[src/rtl/wb_pkg.sv]
// Shared types for the posted-store write buffer: the buffered entry layout and the
// drain-control states.
package wb_pkg;

  typedef struct packed {
    logic [29:0] waddr;
    logic [31:0] data;
    logic [3:0]  mask;
  } wb_entry_t;

  typedef enum logic {
    WB_RUN   = 1'b0,
    WB_FLUSH = 1'b1
  } wb_state_e;

  // Stores are tracked per 32-bit word; byte offset is carried by the mask.
  function automatic logic [29:0] word_addr(input logic [31:0] addr);
    return addr[31:2];
  endfunction

endpackage

[src/rtl/write_buffer_fifo.sv]
// Circular store queue for the write buffer, with a parallel word-address compare
// across all valid entries so loads can detect pending stores to the same word.
module write_buffer_fifo
  import wb_pkg::*;
#(
  parameter  int DEPTH = 4,
  localparam int PW    = $clog2(DEPTH),
  localparam int CW    = $clog2(DEPTH + 1)
) (
  input  logic             i_clk,
  input  logic             i_rst,
  input  logic             i_push,
  input  wb_entry_t        i_push_entry,
  input  logic             i_pop,
  input  logic [29:0]      i_match_waddr,
  output wb_entry_t        o_head,
  output logic             o_full,
  output logic             o_empty,
  output logic [CW-1:0]    o_count,
  output logic [DEPTH-1:0] o_hit
);

  logic [PW-1:0]    r_head;
  logic [PW-1:0]    r_tail;
  logic [CW-1:0]    r_count;
  logic [DEPTH-1:0] r_valid;
  wb_entry_t        r_mem [DEPTH];

  logic w_push_ok;
  logic w_pop_ok;

  assign o_full    = (r_count == CW'(DEPTH));
  assign o_empty   = (r_count == '0);
  assign o_count   = r_count;
  assign o_head    = r_mem[r_head];
  assign w_push_ok = i_push && !o_full;
  assign w_pop_ok  = i_pop && !o_empty;

  always_ff @(posedge i_clk or posedge i_rst) begin
    if (i_rst) begin
      r_head  <= '0;
      r_tail  <= '0;
      r_count <= '0;
      r_valid <= '0;
    end else begin
      if (w_push_ok) begin
        r_valid[r_tail] <= 1'b1;
        r_tail          <= r_tail + PW'(1);
      end
      if (w_pop_ok) begin
        r_valid[r_head] <= 1'b0;
        r_head          <= r_head + PW'(1);
      end
      case ({w_push_ok, w_pop_ok})
        2'b10:   r_count <= r_count + CW'(1);
        2'b01:   r_count <= r_count - CW'(1);
        default: r_count <= r_count;
      endcase
    end
  end

  // Payload needs no reset; the valid bits gate every use of it.
  always_ff @(posedge i_clk) begin
    if (w_push_ok) r_mem[r_tail] <= i_push_entry;
  end

  always_comb begin
    o_hit = '0;
    for (int i = 0; i < DEPTH; i++) begin
      o_hit[i] = r_valid[i] && (r_mem[i].waddr == i_match_waddr);
    end
  end

endmodule

[src/rtl/data_write_buffer.sv]
// Posted-store buffer between the CPU data port and the memory data port: stores are
// queued and retired in order, loads pass through once no pending store targets their word.
//
// state    | meaning
// WB_RUN   | normal operation: accept stores, serve load misses, drain when port is free
// WB_FLUSH | draining everything; all CPU requests see busy until the queue empties
module data_write_buffer
  import wb_pkg::*;
#(
  parameter int DEPTH = 4,
  parameter int AW    = 32,
  parameter int DW    = 32
) (
  input  logic            clk,
  input  logic            reset,
  input  logic [AW-1:0]   cpu_addr,
  input  logic [DW-1:0]   cpu_din,
  input  logic [DW/8-1:0] cpu_mask,
  input  logic            cpu_write,
  input  logic            cpu_read,
  output logic [DW-1:0]   cpu_dout,
  output logic            cpu_busy,
  input  logic            flush,
  output logic [AW-1:0]   mem_addr,
  output logic [DW-1:0]   mem_din,
  output logic [DW/8-1:0] mem_mask,
  output logic            mem_write,
  input  logic [DW-1:0]   mem_dout,
  input  logic            mem_busy,
  output logic            empty
);

  localparam int CW = $clog2(DEPTH + 1);

  wb_state_e        r_state;
  wb_entry_t        w_push_entry;
  wb_entry_t        w_head;
  logic             w_full;
  logic             w_empty;
  logic [CW-1:0]    w_count;
  logic [DEPTH-1:0] w_hit;
  logic             w_flush_active;
  logic             w_load_miss;
  logic             w_store_ok;
  logic             w_pop;
  logic             w_last_pop;

  assign w_push_entry = '{waddr: word_addr(cpu_addr), data: cpu_din, mask: cpu_mask};

  write_buffer_fifo #(.DEPTH(DEPTH)) u_fifo (
    .i_clk         (clk),
    .i_rst         (reset),
    .i_push        (w_store_ok),
    .i_push_entry  (w_push_entry),
    .i_pop         (w_pop),
    .i_match_waddr (word_addr(cpu_addr)),
    .o_head        (w_head),
    .o_full        (w_full),
    .o_empty       (w_empty),
    .o_count       (w_count),
    .o_hit         (w_hit)
  );

  // A flush request takes effect in the cycle it is raised, before the state register catches up.
  assign w_flush_active = (r_state == WB_FLUSH) || (flush && !w_empty);
  assign w_load_miss    = cpu_read && !(|w_hit) && !w_flush_active;
  assign w_store_ok     = cpu_write && !w_full && !w_flush_active;
  assign w_last_pop     = w_pop && (w_count == CW'(1));
  assign empty          = w_empty;
  assign cpu_dout       = mem_dout;

  always_comb begin
    mem_addr  = {w_head.waddr, 2'b00};
    mem_din   = w_head.data;
    mem_mask  = w_head.mask;
    mem_write = 1'b0;
    w_pop     = 1'b0;
    if (w_load_miss) begin
      mem_addr = cpu_addr;
    end else if (!w_empty) begin
      mem_write = 1'b1;
      w_pop     = !mem_busy;
    end
  end

  always_comb begin
    cpu_busy = 1'b0;
    if (cpu_write)     cpu_busy = !w_store_ok;
    else if (cpu_read) cpu_busy = !w_load_miss || mem_busy;
  end

  always_ff @(posedge clk or posedge reset) begin
    if (reset) begin
      r_state <= WB_RUN;
    end else begin
      case (r_state)
        WB_RUN:   if (flush && !w_empty && !w_last_pop) r_state <= WB_FLUSH;
        WB_FLUSH: if (w_last_pop) r_state <= WB_RUN;
        default:  r_state <= WB_RUN;
      endcase
    end
  end

endmodule
[config.mk]
export PLATFORM = sky130hd
export DESIGN_NAME = data_write_buffer
export DESIGN_NICKNAME = d
export VERILOG_FILES = /design/src/rtl/wb_pkg.sv /design/src/rtl/write_buffer_fifo.sv /design/src/rtl/data_write_buffer.sv
export SDC_FILE = /design/constraint.sdc
export NUM_CORES = 1
export LEC_CHECK = 0
export ABC_AREA = 1
export CORE_UTILIZATION = 54
export DETAILED_ROUTE_END_ITERATION = 10
export PLACE_DENSITY = 0.8
export SLEW_MARGIN = 15
export SYNTH_ARGS = -nofsm -noshare
export SYNTH_HDL_FRONTEND = slang
export SYNTH_SLANG_ARGS = --single-unit
[constraint.sdc]
create_clock -name clk -period 5.7 [get_ports clk]
set_clock_uncertainty 0.2 [all_clocks]
set_input_delay 0.855 -clock clk [delete_from_list [all_inputs] [get_ports clk]]
set_output_delay 0.855 -clock clk [all_outputs]
set_load 0.01 [all_outputs]
==> notes.md <==
The full implementation flow was run.

The flow ran to the end, and the final reports show no timing, DRC or antenna violations. The worst setup path is captured at a primary output. The proportion of power drawn by the clock network stands at 25.9%. Per the OpenROAD floorplan log, the area of the core is 23700 µm². The critical path is of the in2out type.

The number of instances in the synthesized netlist stands at 1303. The worst path buffer plus inverter count stands at 4. Setup repair after global routing left no endpoint under its margin. The worst register-to-register path ends at u_fifo.r_mem[1][15]. Final hold analysis gives a worst-case slack of 0.344 ns. The global placer's final weighted congestion stands at 0.995. Dividing the final minimum period by the clock period gives 86.1%. STA classifies the critical path startpoint as an input port. The endpoint of the worst hold path is reported as u_fifo.o_count[0]. Of the cells placed in the final design, the portion with a size suffix greater than 1 is 4.84%. The mapped netlist covers 13100 µm².

The maximum ir drop on the vdd rail stands at 0.000342 V. The report lists the number of cells resized after CTS as 0. The met1 routed wirelength after detailed routing stands at 12800 µm. The switching component of the power was reported as 2.31 mW. The clock latency on the worst-skew pair stands at 0.55 ns. Combinational logic is responsible for 38.8% of the overall power.

Sequential cells were found to cover 62.6% of the synthesized design area. The number of global-route vias before repair is 9307. Among logic cells in the layout, the one with the most instances is edfxtp_1. The switching power share of the total stands at 34.2%. The total count of hold-check failures in the final report stands at 0. After Yosys synthesis, AND-OR and OR-AND compound gates account for 11.3% of the synthesized area. The quantity of hold-fixing buffers added after cts stands at 0. The length of routed met2 wiring stands at 15500 µm.

For reference, the critical path is launched at cpu_addr[12]. In this run the number of H-tree levels came out at 1. Counting flops with a built-in enable in the synthesized netlist gives 264. The final total power stands at 6.75 mW. The critical path required time stands at 4.64 ns. In this run the horizontal extent of the chip is 158 µm. The top cell types in the final layout, fill and taps aside, are 264 x edfxtp_1, 208 x nand2_1, 161 x inv_1, 152 x o21ai_0, 151 x nor2_1. The final critical path time including I/O delays and setup stands at 4.91 ns. The largest buffer count on any clock path stands at 3. The number of failing setup endpoints in the final timing report stands at 0. The synthesized netlist contains 27 unique library cells.

The number of nets produced by synthesis stands at 1422. The internal power of the cells totals 4.44 mW. According to the floorplan report, the die height is 158 µm. The initial antenna violation count is 1. The largest incremental delay on the critical path stands at 0.66 ns. Overall routing resource usage recorded by global route was 26.6%. The number of cells on the worst hold path stands at 1. The synthesized netlist devotes 1.24% of its cell area to adder and majority cells. The number of cells after detailed placement stands at 1695.

Entering global routing, the biggest net connects 106 pins. The detailed-route vias per instance stands at 5.57. The post-CTS setup buffer count stands at 0. The number of max-slew violations in the final report stands at 0. The most critical setup path has its endpoint at mem_addr[20]. The post-synthesis register bit count stands at 276. During I/O placement, the number of pins put on the boundary was 209. On the reported timing paths, the clock transition at the registers reads 0.06 ns. The final layout contains 1524 nets. After detailed routing, the number of remaining DRC violations is 0.
## per-layer routing
metal,GRT usage [%],vias to the layer above
li1,-,4567
met3,5.17,89
met5,0,-
met2,43.6,509
met4,11.1,0
met1,34.8,4564
## registers in the layout (all words and copies together), names as in the netlist
| signal | flops |
|---|---|
| u_fifo.r_valid | 4 |
| u_fifo.r_tail | 2 |
| u_fifo.r_head | 2 |
| u_fifo.r_mem | 264 |
| r_state | 1 |
| u_fifo.o_count | 3 |
## area by class of cell
cell class / count / area, µm² / share of cell area, %
sequential: 276 / 8230 / 53.0
clock buffer: 33 / 698 / 4.49
clock inverter: 16 / 165 / 1.06
timing repair buffer: 160 / 1600 / 10.3
multi-input combinational: 772 / 3800 / 24.5
inverter: 168 / 631 / 4.06
antenna: 2 / 5.00 / 0.0322
tap: 319 / 399 / 2.57
### The metal 2 layer

Drawn at 2 px/µm.
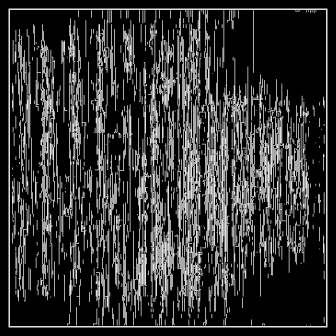
wire length on this layer: 15500 µm
share of all routed wire: 48%
main direction: vertical
nets with wire on the layer: 1211
overall routed net length: 32600 µm
detailed-route via count: 9729
met2 layer usage reported by global route: 43.6%

### Track usage over the die

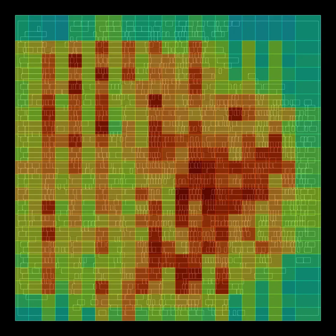
met1 Usage GRT: 34.8%
post-DR wirelength/cell: 18.7 µm
met3 layer usage reported by global route: 5.17%

### Cell sizes after repair

Drawn at 3 px/µm.
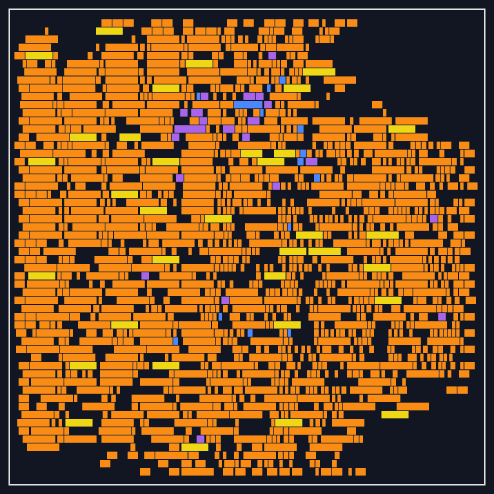
[blue] _2 cells | cells: 14 | most used: inv_2
[purple] _3 and _4 cells | cells: 21 | most used: buf_4
[orange] _0 and _1 cells | cells: 1356 | most used: edfxtp_1
[yellow] _6 and larger | cells: 34 | most used: clkbuf_16
worst setup slack after layout: 0.790 ns
Repair and plain buffers: 160
Design Area, Final: 15500 µm²
Syn-to-layout area delta: 18.2%

### Sequential cells coloured by netlist name

Drawn at 2 px/µm.
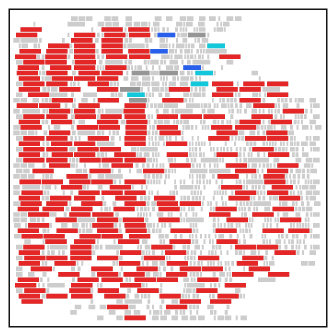
[red] `u_fifo.r_mem` | sequential cells: 264 | where: spread over the die
[cyan] `u_fifo.r_valid` | sequential cells: 4 | where: top centre
[blue] `u_fifo.o_count` | sequential cells: 3
not coloured: 5
Util after Layout: 65.6%
register area: 8230 µm²
total sequential power: 2.38 mW
sequential share of cell area: 53.0%

### Layout detail

Region (66, 66) to (91, 91) µm. Cells in grey, sequential cells in the stronger grey; small squares are vias.
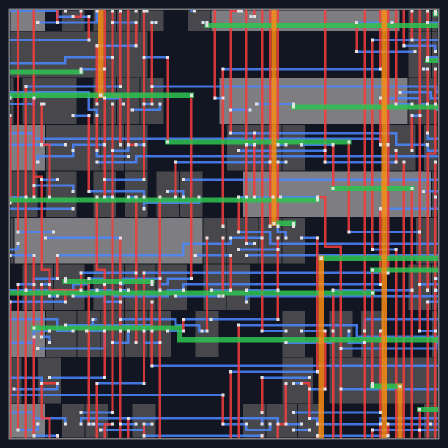
[red] metal 2
[orange] metal 4
[green] metal 3
[blue] metal 1
cells with their middle in the window: 55
netlist names of flops here include: `u_fifo.r_mem` (3)
most frequent: nand2_1 (20), inv_1 (8), nor2_1 (6)
sequential cells in the window: 3

Power is estimated from default activity; no workload was simulated.
